### Cells by drive strength, run 1

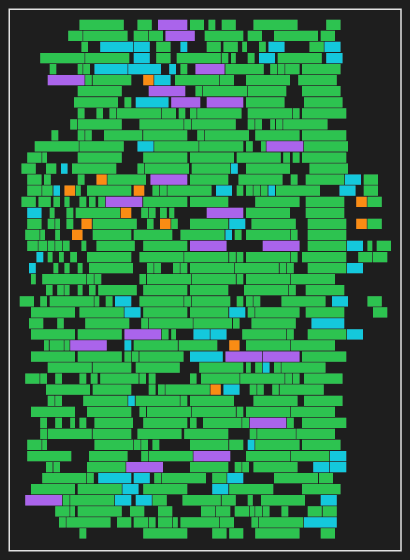
### Cells colored by class, run 1

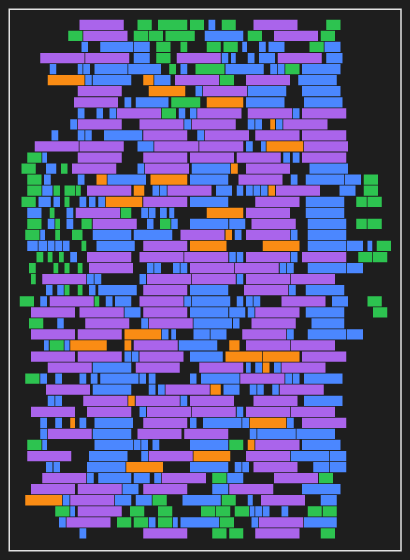
### Wire density map, run 1

The bar under the picture is 20 um long. 19 x 27 tiles, from dark blue (low) to red (high), scaled to the fullest tile. Values are wire area over tile area, all layers added.
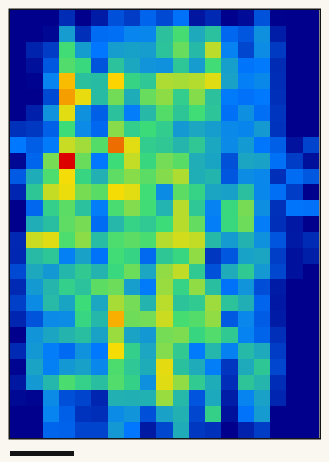
### Congestion heat map, run 1

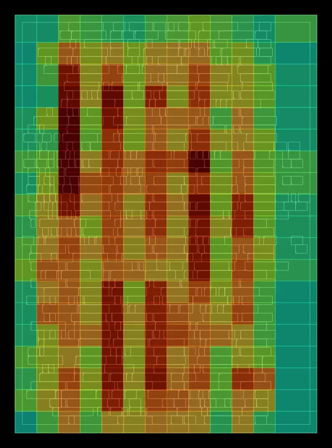
`config.mk`:
```
export PLATFORM = sky130hd
export DESIGN_NAME = prco_regs
export DESIGN_NICKNAME = d
export VERILOG_FILES = /design/src/rtl/prco_pkg.sv /design/src/rtl/prco_regs.sv
export SDC_FILE = /design/constraint.sdc
export NUM_CORES = 1
export LEC_CHECK = 0
export CORE_ASPECT_RATIO = 1.4
export CORE_MARGIN = 2
export CORE_UTILIZATION = 58
export DETAILED_ROUTE_END_ITERATION = 10
export GPL_ROUTABILITY_DRIVEN = 0
export PLACE_DENSITY = 0.8
export RECOVER_POWER = 100
export SLEW_MARGIN = 0
export SYNTH_ARGS = -nofsm -noshare
export SYNTH_HDL_FRONTEND = slang
export SYNTH_SLANG_ARGS = --single-unit
```
`constraint.sdc`:
```
create_clock -name i_clk -period 2.9 [get_ports i_clk]
set_input_delay 0.29 -clock i_clk [delete_from_list [all_inputs] [get_ports i_clk]]
set_output_delay 0.29 -clock i_clk [all_outputs]
set_load 0.01 [all_outputs]
```
`src/rtl/prco_pkg.sv`:
```
// Shared constants and types for the PRCO core register file.
// Register width, select width and register count live here so every user agrees.
package prco_pkg;

  localparam int DATA_W = 16;
  localparam int ADDR_W = 3;
  localparam int NREGS  = 1 << ADDR_W;

  typedef logic [ADDR_W-1:0] reg_addr_t;
  typedef logic [DATA_W-1:0] word_t;

endpackage

```
`src/rtl/prco_regs.sv`:
```
// PRCO general-purpose register file: 8 x 16 bits, two combinational read ports,
// one synchronous write port gated by the global enable, active-low sync reset.
module prco_regs
  import prco_pkg::*;
(
  input  logic      i_clk,
  input  logic      i_reset,
  input  logic      i_en,
  input  reg_addr_t i_sela,
  output word_t     q_data,
  input  reg_addr_t i_selb,
  output word_t     q_datb,
  input  logic      i_we,
  input  reg_addr_t i_seld,
  input  word_t     i_datd
);

  word_t            regs_reg [NREGS];
  logic [NREGS-1:0] wr_hit;

  // One-hot write decode; a stalled or idle cycle leaves every hit low,
  // so garbage on the select/data lines cannot disturb state.
  generate
    for (genvar gi = 0; gi < NREGS; gi++) begin : g_wr_dec
      assign wr_hit[gi] = i_en && i_we && (i_seld == reg_addr_t'(gi));
    end
  endgenerate

  always_ff @(posedge i_clk) begin
    for (int i = 0; i < NREGS; i++) begin
      if (!i_reset) begin
        regs_reg[i] <= '0;
      end else if (wr_hit[i]) begin
        regs_reg[i] <= i_datd;
      end
    end
  end

  // No write bypass: a same-cycle read of the destination sees the old value.
  assign q_data = regs_reg[i_sela];
  assign q_datb = regs_reg[i_selb];

endmodule

```
==> impl_metrics.tcl, run 1 <==
# yosys + openroad results
set metrics [dict create \
    run_status "finished, final reports clean" \
    netlist.top_cell.by_area "sky130_fd_sc_hd__edfxtp_1" \
    maximum_number_of_pins_on_one_net_before_global_route_repair 65 \
    setup_viol 0 \
    enable_flop_cells 128 \
    drc 0 \
    cp-start-kind "input port" \
    hp-class "input port to register" \
    min_period_ns 2.64 \
    clock_sinks 128 \
    cts_htree_levels 4 \
    critPathLaunch "i_seld[0]" \
    grt_pass1_vias 4653 \
    ys_seq_elements 128 \
    place_ws_ns 0.455 \
    critical_path_arrival_ns 2.68 \
    rsz0062_at_grt "false" \
    tns_ns 0 \
    drive_above_1_share 0.172 \
    chip_area_in_the_yosys_report_um2 6880 \
    synth_cells 429 \
    hpwlAfterDp_um 9610 \
    floorplan.initialDensity 0.588 \
    synth_largest_type_area_fraction 0.559 \
    power_density_nw_per_um2 572 \
    crit_path_max_fanout 34 \
    cts-resized-gates 0 \
    design.portCount 61 \
    largest_register_ffs 128 \
    ys.warnings.count 0 \
    nets 522 \
    tritoncts "yes" \
    initialDrtViolationCount 384 \
    p_leak_nw 2.68 \
    finalWorstSetupSlack_ns 0.262 \
    die-area_um2 12800 \
    hold_path_end "regs_reg[7][11]" \
    relSlewSlack 0.0859 \
    min_path_cells 3 \
    gr-total-overflow 0 \
    fmaxAchievable_ghz 0.379 \
    cts_hold_buf 0 \
    post_synth_instance_area_um2 6880 \
    grt_pass1_wl_um 24500 \
    netlist-cell-type-count 16 \
    antenna_found_initial 0 \
    postCtsSetupRepairBufs 0 \
    post_synth.cell_area_avg_um2 16.0 \
    tool_warnings 26 \
    io_buffer_count 60 \
    clk_transition_reported_paths_ns 0.05 \
    critPathCaptureType "register" \
    topCellsByArea "sky130_fd_sc_hd__edfxtp_1 (56%), sky130_fd_sc_hd__mux4_1 (21%), sky130_fd_sc_hd__nor3_1 (9.3%)" \
    max_cap_viols 0 \
    routed_via_density 6.78 \
    fp_nets 458 \
    fin_crit_sh 0.910 \
    flop_cell "sky130_fd_sc_hd__edfxtp_1" \
    yosysSeqAreaShare 0.559 \
    floorplan.die.height_um 133 \
    max_slew.worst_pin.slew_ns 1.37 \
    min-delay-start "i_datd[11]" \
    tritoncts.num_buffers 17 \
    top_cells_by_count "sky130_fd_sc_hd__edfxtp_1 (128), sky130_fd_sc_hd__nor3_1 (128), sky130_fd_sc_hd__mux4_1 (56)" \
    path_class "input port to register" \
    detail_route.first_pass.iterations 7 \
    cp_data_required_time_ns 2.94 \
    die_width_um 96.0 \
    antenna_cells_inserted 0 \
    area_growth_syn_to_layout_pct 18.4 \
    setup.worst_path.end "regs_reg[5][6]" \
    synth-async-reset-ratio 0 \
    ant_nets 0 \
    worst_ir_drop_vdd_v 0.000504 \
    clk_path_buf_depth 2 \
    cts.root.buffer_cell "sky130_fd_sc_hd__clkbuf_16" \
    report.final.slew_viol_count 0 \
    count_of_instantiated_cells_in_the_yosys_netlist 429 \
    final-hold-violation-count 0 \
]
Back to the opening pictures, 'Cells by drive strength':
| color | size | cells |
|---|---|---|
| orange | drive 3 to 4 | 12 |
| green | drive 1 or less | 418 |
| cyan | drive 2 | 54 |
| purple | drive 6 and up | 21 |

Back to the opening pictures, 'Cells colored by class':
| color | class | cells |
|---|---|---|
| orange | clock drivers and dummy loads | 31 |
| blue | all other logic | 256 |
| green | other buffers and delay cells | 90 |
| purple | flip-flops | 128 |
floorplan row count: 47
Post-Route Utilization: 0.696
final design instance area without fill: 8140 um2
flip-flop and latch share of the layout cell area: 0.472
Core Region: 11,700 um2

Back to the opening pictures, 'Wire density map':
fullest tile: 0.64
densest ninth of the die: middle
tiles over half the peak: 20%
mean over tiles: 0.20
routed wire length: 16,000 um
drt wl/cell: 24.6 um
via count of the routed design: 4,421
global-route usage over all layers: 0.272

Back to the opening pictures, 'Congestion heat map':
layer with the highest usage: met2
met2 track utilization from global routing: 0.485

[run 1: cell usage in the layout, fill, tap and decap left out, drive strengths merged]
master         netlist  routed
clkbuf              27      38
nand2                1       1
mux2                32      32
or3b                 1       1
clkdlybuf4s50        0      25
buf                 18      13
nand3                2       2
edfxtp             128     128
clkinvlp             0       5
mux4                64      64
nand2b               1       1
dlygate4sd3          0      33
o21ai                8       8
clkinv              16      23
nand3b               3       3
nor3               128     128
[run 1: cell families (layout without fill, tap and decap cells)]
kind of cell	count (synthesis)	after routing	share of synthesized area
flip-flops	128	128	0.559
buffers and inverters	61	137	0.0424
AND/OR/NAND/NOR	136	136	0.101
multiplexers	96	96	0.292
AND-OR/OR-AND	8	8	0.00582
[run 1: layer usage]
metal  wire length, um  GRT usage
met2              9300      0.485
met4               495      0.131
met5                 0          0
met3               870     0.0598
met1              5380      0.298
[run 1: area by class of cell]
class	count	area, um2
flip-flops and latches	128	3840
fillers	781	3560
multi-input cells	240	2750
repair buffers	90	800
clock buffers	19	433
well taps	147	184
clock inverters	12	72.6
inverters	16	60.1
[run 1: where the power goes]
group	switching [mW]	internal, mW
Sequential	0.0518	2.15
Clock	0.740	1.07
Combinational	0.309	0.333
[run 1: through the flow]
stage                     instance area, um2  std cells  hold WS [ns]  total power [mW]
after floorplan                         6880        429         0.625              2.61
after global placement                  7700        621          1.07              2.89
after detailed placement                7700        621          1.09              2.91
after CTS                               8210        652         0.651              4.70
after global routing                    8140        652         0.673              4.79
final                                   8140        652         0.663              4.65
[run 1: critical path, cell delays in order]
cell and delay [ns]:
sky130_fd_sc_hd__dlygate4sd3_1 0.57, sky130_fd_sc_hd__nand3_1 0.09, sky130_fd_sc_hd__clkbuf_2 0.53, sky130_fd_sc_hd__o21ai_0 0.49, sky130_fd_sc_hd__clkbuf_1 0.68
### Cell area per tile, run 1

The bar under the picture is 20 um long. 10 x 13 tiles, from dark blue (low) to red (high), 0 to 100% covered.
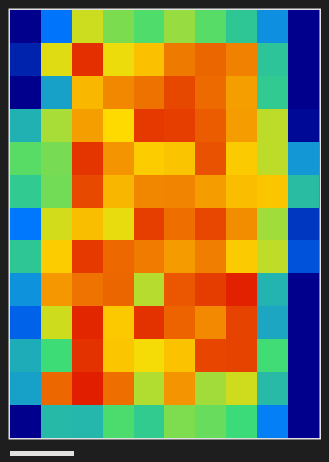

==> run 1 -> run 2 <==
--- a/config.mk
+++ b/config.mk
@@ -5,12 +5,14 @@
 export SDC_FILE = /design/constraint.sdc
 export NUM_CORES = 1
 export LEC_CHECK = 0
+export CAP_MARGIN = 20
 export CORE_ASPECT_RATIO = 1.4
 export CORE_MARGIN = 2
-export CORE_UTILIZATION = 58
+export CORE_UTILIZATION = 60
 export DETAILED_ROUTE_END_ITERATION = 10
+export DONT_BUFFER_PORTS = 1
 export GPL_ROUTABILITY_DRIVEN = 0
-export PLACE_DENSITY = 0.8
+export PLACE_DENSITY = 0.76
 export RECOVER_POWER = 100
 export SLEW_MARGIN = 0
 export SYNTH_ARGS = -nofsm -noshare
### Cell area per tile, run 2

The bar under the picture is 20 um long. 9 x 13 tiles, from dark blue (low) to red (high), 0 to 100% covered.
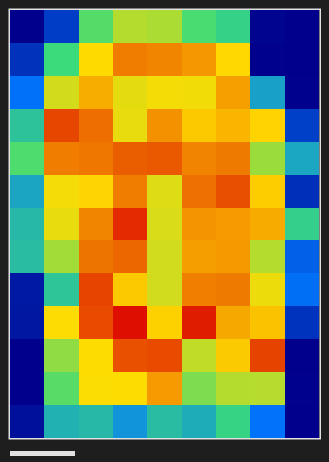
fullest tile: 99%
emptiest ninth of the die: top right
nearly empty tiles: 9.4%
mean over tiles: 59%
tiles over 75% full: 41%
densest ninth of the die: middle
Post-Route Utilization: 0.661
Core Region: 11,300 um2
Core Density at Floorplan: 0.610

### Wire density map, run 2

The bar under the picture is 20 um long. 19 x 26 tiles, from dark blue (low) to red (high), scaled to the fullest tile. Values are wire area over tile area, all layers added.
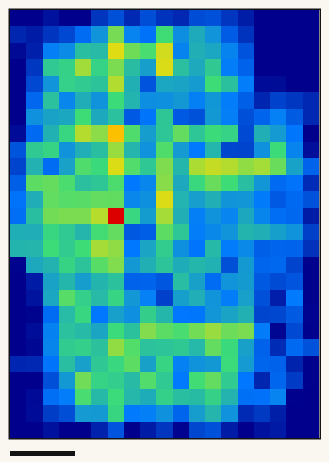
tiles over half the peak: 15%
emptiest ninth of the die: top right
mean over tiles: 0.22
fullest tile: 0.72
nearly empty tiles: 12%

==> run 2 against run 1 <==
  * The flow now finishes with violations (max-capacitance violations, max-slew violations)
  * Cell count decreased by 12%
  * Clock power increased by 7%
  * Synthesized cell count unchanged
  * Count of clock-buffer cells in the layout increased by 1
  * Largest power group unchanged
  * Routed wire length increased by 0.96%
  * Die area decreased by 3.2%
  * Power decreased by 1.6%
  * Sequential power about the same
  * Worst setup slack improved by 0.24 ns
  * Hold slack got worse by 0.41 ns
  * Core utilization decreased by 3.5 points
==> impl_metrics.tcl, run 2 <==
# yosys + openroad results
set metrics [dict create \
    tool_warnings 26 \
    ys_seq_elements 128 \
    topCellsByArea "sky130_fd_sc_hd__edfxtp_1 (56%), sky130_fd_sc_hd__mux4_1 (21%), sky130_fd_sc_hd__nor3_1 (9.3%)" \
    ys.warnings.count 0 \
    io_buffer_count 0 \
    critPathCaptureType "register" \
    crit_path_max_fanout 34 \
    drc 0 \
    clk_transition_reported_paths_ns 0.05 \
    detail_route.first_pass.iterations 7 \
    max_slew.worst_pin.slew_ns 1.95 \
    tritoncts.num_buffers 17 \
    fp_nets 458 \
    max_cap_viols 2 \
    floorplan.die.height_um 131 \
    routed_via_density 7.29 \
    setup_viol 0 \
    postCtsSetupRepairBufs 0 \
    synth_largest_type_area_fraction 0.559 \
    yosysSeqAreaShare 0.559 \
    grt_pass1_wl_um 25000 \
    layout_top_cells_excl_fill_tap "sky130_fd_sc_hd__nor3_1 (128), sky130_fd_sc_hd__edfxtp_1 (128), sky130_fd_sc_hd__mux4_1 (56)" \
    synth-async-reset-ratio 0 \
    cp-start-kind "input port" \
    synth-adder-area-share 0 \
    relSlewSlack -0.301 \
    rsz0062_at_grt "false" \
    postLayoutCellArea_um2 7460 \
    post_synth_instance_area_um2 6880 \
    report.final.slew_viol_count 69 \
    tritoncts "yes" \
    power_density_nw_per_um2 614 \
    grtUsageMet3 0.0791 \
    synth_simple_gate_area_share 0.101 \
    antenna_cells_inserted 0 \
    min_period_ns 2.40 \
    critical_path_arrival_ns 2.47 \
    path_class "input port to register" \
    failed_checks "max-capacitance violations, max-slew violations" \
    top_cells_by_count "sky130_fd_sc_hd__edfxtp_1 (128), sky130_fd_sc_hd__nor3_1 (128), sky130_fd_sc_hd__mux4_1 (56)" \
    final-hold-violation-count 0 \
    chip_area_in_the_yosys_report_um2 6880 \
    vias 4209 \
    gr-total-overflow 0 \
    cp_data_required_time_ns 2.97 \
    place_ws_ns 0.998 \
    synthXorXnorAreaFrac 0 \
    regArea_um2 3840 \
    cts.root.buffer_cell "sky130_fd_sc_hd__clkbuf_16" \
    clock_sinks 128 \
    final.fill_count 800 \
    count_of_instantiated_cells_in_the_yosys_netlist 429 \
    p_leak_nw 2.40 \
    drt-total-wl_um 16200 \
    synthMuxAreaShare 0.292 \
    min-delay-start "i_datd[1]" \
    drive_above_1_share 0.0924 \
    netlist.top_cell.by_area "sky130_fd_sc_hd__edfxtp_1" \
    finalWorstSetupSlack_ns 0.501 \
    post_synth.cell_area_avg_um2 16.0 \
    std_cell_rows 46 \
    antenna_found_initial 0 \
    tns_ns 0 \
    grt.met2_usage 0.482 \
    cts_hold_buf 0 \
    track_usage 0.284 \
    post-layout-total-power_mw 4.58 \
    run_status "finished with violations" \
]
==> run 2: through the flow <==
step                      std cells  hold WS (ns)
after floorplan                 429         0.625
after global placement          548         0.621
after detailed placement        548         0.620
after CTS                       577         0.196
after global routing            577         0.250
final                           577         0.257
==> run 2: area by class of cell <==
class / instances / share of cell area
Clock buffer: 20 / 0.0586
Inverter: 16 / 0.00805
Multi-Input combinational cell: 240 / 0.368
Sequential cell: 128 / 0.515
Tap cell: 144 / 0.0242
Clock inverter: 9 / 0.0128
Timing Repair Buffer: 20 / 0.0131
==> run 2: worst max path at each step <==
stage	slack, ns	from	to
2_1_floorplan	0.48	i_seld[2]	regs_reg[2][0]
3_3_place_gp	1.12	i_seld[2]	regs_reg[0][5]
3_5_place_dp	1.0	i_seld[2]	regs_reg[0][4]
4_1_cts	0.89	regs_reg[0][11]	q_datb[11]
5_1_grt	0.46	i_seld[0]	regs_reg[4][4]
6_report	0.50	i_seld[0]	regs_reg[4][9]
==> run 2: power by group <==
| part | switching [mW] | internal, mW | leakage [nW] |
|---|---|---|---|
| logic | 0.229 | 0.199 | 0.918 |
| registers | 0.0567 | 2.15 | 1.23 |
| clock network | 0.709 | 1.23 | 0.260 |
| total | 0.995 | 3.59 | 2.40 |
==> run 2: critical path, cell delays in order <==
cell	delay, ns
sky130_fd_sc_hd__nand3b_1	0.08
sky130_fd_sc_hd__clkbuf_1	1.40
sky130_fd_sc_hd__o21ai_0	0.29
sky130_fd_sc_hd__clkbuf_2	0.41
==> run 2: metal layers <==
metal | part of all wire | wire (um)
met5 | 0 | 0
met3 | 0.091 | 1470
met2 | 0.53 | 8560
met1 | 0.36 | 5840
met4 | 0.020 | 325
### Cells by drive strength, run 2

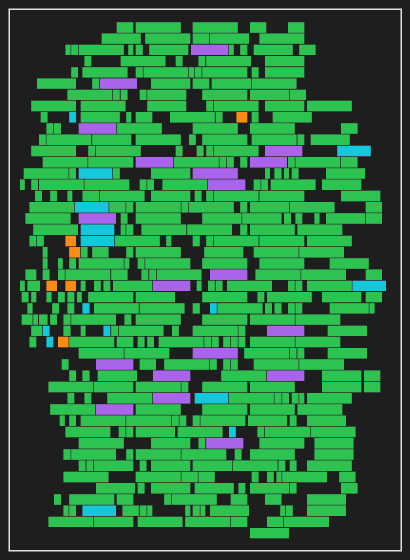

==> run 2 -> run 3 <==
--- a/config.mk
+++ b/config.mk
@@ -8,7 +8,7 @@
 export CAP_MARGIN = 20
 export CORE_ASPECT_RATIO = 1.4
 export CORE_MARGIN = 2
-export CORE_UTILIZATION = 60
+export CORE_UTILIZATION = 58
 export DETAILED_ROUTE_END_ITERATION = 10
 export DONT_BUFFER_PORTS = 1
 export GPL_ROUTABILITY_DRIVEN = 0
==> constraint.sdc (replaced) <==
create_clock -name i_clk -period 2 [get_ports i_clk]
set_input_delay 0.2 -clock i_clk [delete_from_list [all_inputs] [get_ports i_clk]]
set_output_delay 0.2 -clock i_clk [all_outputs]
set_load 0.01 [all_outputs]
### Cells by drive strength, run 3

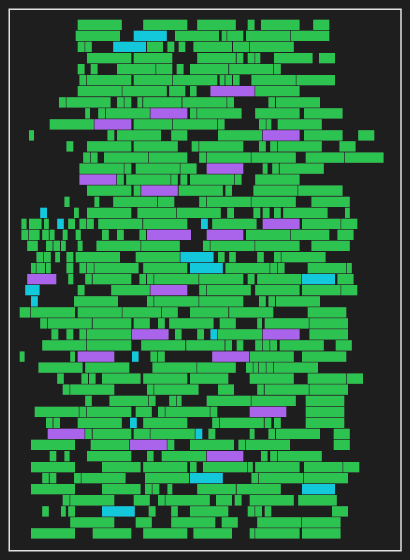
| color | size | cells |
|---|---|---|
| purple | drive 6 and up | 20 |
| cyan | drive 2 | 17 |
| green | drive 1 or less | 393 |
final setup margin: 0.0765 ns
final design instance area without fill: 7450 um2
number of signal-net buffers in the layout: 15
Area Overhead vs Synth: 8.29%

### Congestion heat map, run 3

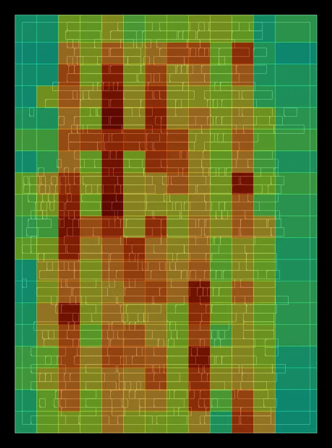
Post-Route Utilization: 0.637
drt wl/cell: 27.0 um
global-route met3 utilization: 0.0786

==> run 3 against run 2 <==
  * The flow still finishes with violations (max-capacitance violations, max-slew violations)
  * Global-route usage is 2.0 points lower
  * Count of clock-buffer cells in the layout grew 2
  * Hold slack worse by 0.12 ns
  * Worst setup slack got worse by 0.42 ns
  * Sequential power up 45%
  * Critical path depth is 2 lower
  * Routed wire length shrank 3.9%
  * Sequential cell count unchanged
==> impl_metrics.tcl, run 3 <==
# yosys + openroad results
set metrics [dict create \
    cts-resized-gates 0 \
    tritoncts "yes" \
    routed_via_density 7.04 \
    chip_area_in_the_yosys_report_um2 6880 \
    relSlewSlack -0.243 \
    grt_pass1_wl_um 23900 \
    synth-async-reset-ratio 0 \
    critPathLaunch "regs_reg[1][3]" \
    path_class "register to primary output" \
    cts.root.buffer_cell "sky130_fd_sc_hd__clkbuf_16" \
    p_sw_mw 1.44 \
    critical_path_arrival_ns 1.72 \
    antenna_cells_inserted 0 \
    gr-total-overflow 0 \
    layout_top_cells_excl_fill_tap "sky130_fd_sc_hd__nor3_1 (128), sky130_fd_sc_hd__edfxtp_1 (128), sky130_fd_sc_hd__mux4_1 (56)" \
    core_area_um2 11700 \
    pwr-share-clk 0.427 \
    std_cell_rows 47 \
    place_ws_ns 0.565 \
    final-hold-violation-count 0 \
    enable_flop_cells 128 \
    ys.warnings.count 0 \
    clk_transition_reported_paths_ns 0.05 \
    crit_path_max_fanout 2 \
    nets 447 \
    grt_pass1_vias 4228 \
    cts_hold_buf 0 \
    floorplan.die.height_um 133 \
    post_synth.cell_area_avg_um2 16.0 \
    post-layout-total-power_mw 6.65 \
    fin_crit_sh 0.962 \
    post_synth_instance_area_um2 6880 \
    initialDrtViolationCount 335 \
    max_cap_viols 1 \
    min_period_ns 1.92 \
    synth_largest_type_area_fraction 0.559 \
    whs_ns 0.141 \
    vias 4063 \
    critical_path_buf_inv_count 0 \
    min-delay-start "i_datd[8]" \
    drc 0 \
    setup_viol 0 \
    power.share.switching 0.216 \
    maximum_number_of_pins_on_one_net_before_global_route_repair 65 \
    hp-class "input port to register" \
    drive_above_1_share 0.0860 \
    top_cells_by_count "sky130_fd_sc_hd__edfxtp_1 (128), sky130_fd_sc_hd__nor3_1 (128), sky130_fd_sc_hd__mux4_1 (56)" \
    cp_data_required_time_ns 1.80 \
    ys_seq_elements 128 \
    cts_htree_levels 4 \
    timing.critical_path.slowest_cell_delay_ns 0.53 \
    max_slew.worst_pin.slew_ns 1.86 \
    tool_warnings 27 \
    ant_nets 0 \
    p_leak_nw 2.40 \
    critPathCaptureType "primary output" \
    topCellsByArea "sky130_fd_sc_hd__edfxtp_1 (56%), sky130_fd_sc_hd__mux4_1 (21%), sky130_fd_sc_hd__nor3_1 (9.3%)" \
    tritoncts.num_buffers 17 \
    fmaxAchievable_ghz 0.520 \
    final.fill_count 817 \
    track_usage 0.265 \
    clk_path_buf_depth 2 \
    floorplan.initialDensity 0.588 \
    drt-total-wl_um 15600 \
    antenna_found_initial 0 \
    flop_cell "sky130_fd_sc_hd__edfxtp_1" \
    die_width_um 96.0 \
    synth_cells 429 \
    pwr-share-comb 0.092 \
    netlist.top_cell.by_area "sky130_fd_sc_hd__edfxtp_1" \
    cell_internal_pwr_mw 5.21 \
    report.final.slew_viol_count 33 \
    run_status "finished with violations" \
    postCtsSetupRepairBufs 0 \
    seqPwrFrac 0.482 \
    rsz0062_at_grt "false" \
    crit_chain "mux4_1, mux2_1" \
    io_buffer_count 0 \
    worst_ir_drop_vdd_v 0.000679 \
    detail_route.first_pass.iterations 5 \
    cp-start-kind "register" \
    largest_register_ffs 128 \
    hpwlAfterDp_um 8870 \
    count_of_instantiated_cells_in_the_yosys_netlist 429 \
    netlist-cell-type-count 16 \
    die-area_um2 12800 \
    critical-path-slowest-cell "sky130_fd_sc_hd__mux4_1" \
    failed_checks "max-capacitance violations, max-slew violations" \
    fp_nets 458 \
    clock_sinks 128 \
]
[run 3: cell families (layout without fill, tap and decap cells)]
| group | Yosys count | after routing | share of synthesized area |
|---|---|---|---|
| AOI/OAI and AO/OA | 8 | 8 | 0.00582 |
| and+or+nand+nor | 136 | 136 | 0.101 |
| buffers and inverters | 61 | 62 | 0.0424 |
| muxes | 96 | 96 | 0.292 |
| DFF | 128 | 128 | 0.559 |
[run 3: power by group through the flow]
stage	clock [mW]	combinational [mW]	sequential, mW
detailed placement	0	0.647	3.25
floorplan	0	0.574	3.21
CTS	2.84	0.653	3.19
finish	2.84	0.609	3.20
global placement	0	0.637	3.22
global route	2.97	0.648	3.21
[run 3: per-stage QoR]
stage | cells | cell area [um2] | setup TNS (ns)
3_5_place_dp | 546 | 6970 | 0
3_3_place_gp | 546 | 6970 | 0
6_report | 577 | 7450 | 0
5_1_grt | 577 | 7450 | 0
2_1_floorplan | 429 | 6880 | -4.20
4_1_cts | 577 | 7510 | 0
[run 3: layer usage]
layer	up-vias	wire [um]	GRT usage
li1	1778	-	-
met1	2039	5260	0.316
met2	218	8720	0.453
met3	28	1320	0.0786
met4	0	273	0.0889
met5	-	0	0
[run 3: final cells by class]
type                       count  area (um2)  area share
timing repair buffer          15        76.3      0.0102
multi-input combinational    240        2750       0.369
sequential                   128        3840       0.516
clock buffer                  22         444      0.0596
clock inverter                 9        92.6      0.0124
tap                          147         184      0.0247
inverter                      16        60.1     0.00806
[run 3: final timing paths]
check | slack (ns) | endpoint | depth (start not counted)
max | 0.08 | q_data[3] | 2
min | 0.14 | regs_reg[2][8] | 2
Power is estimated from default activity; no workload was simulated.
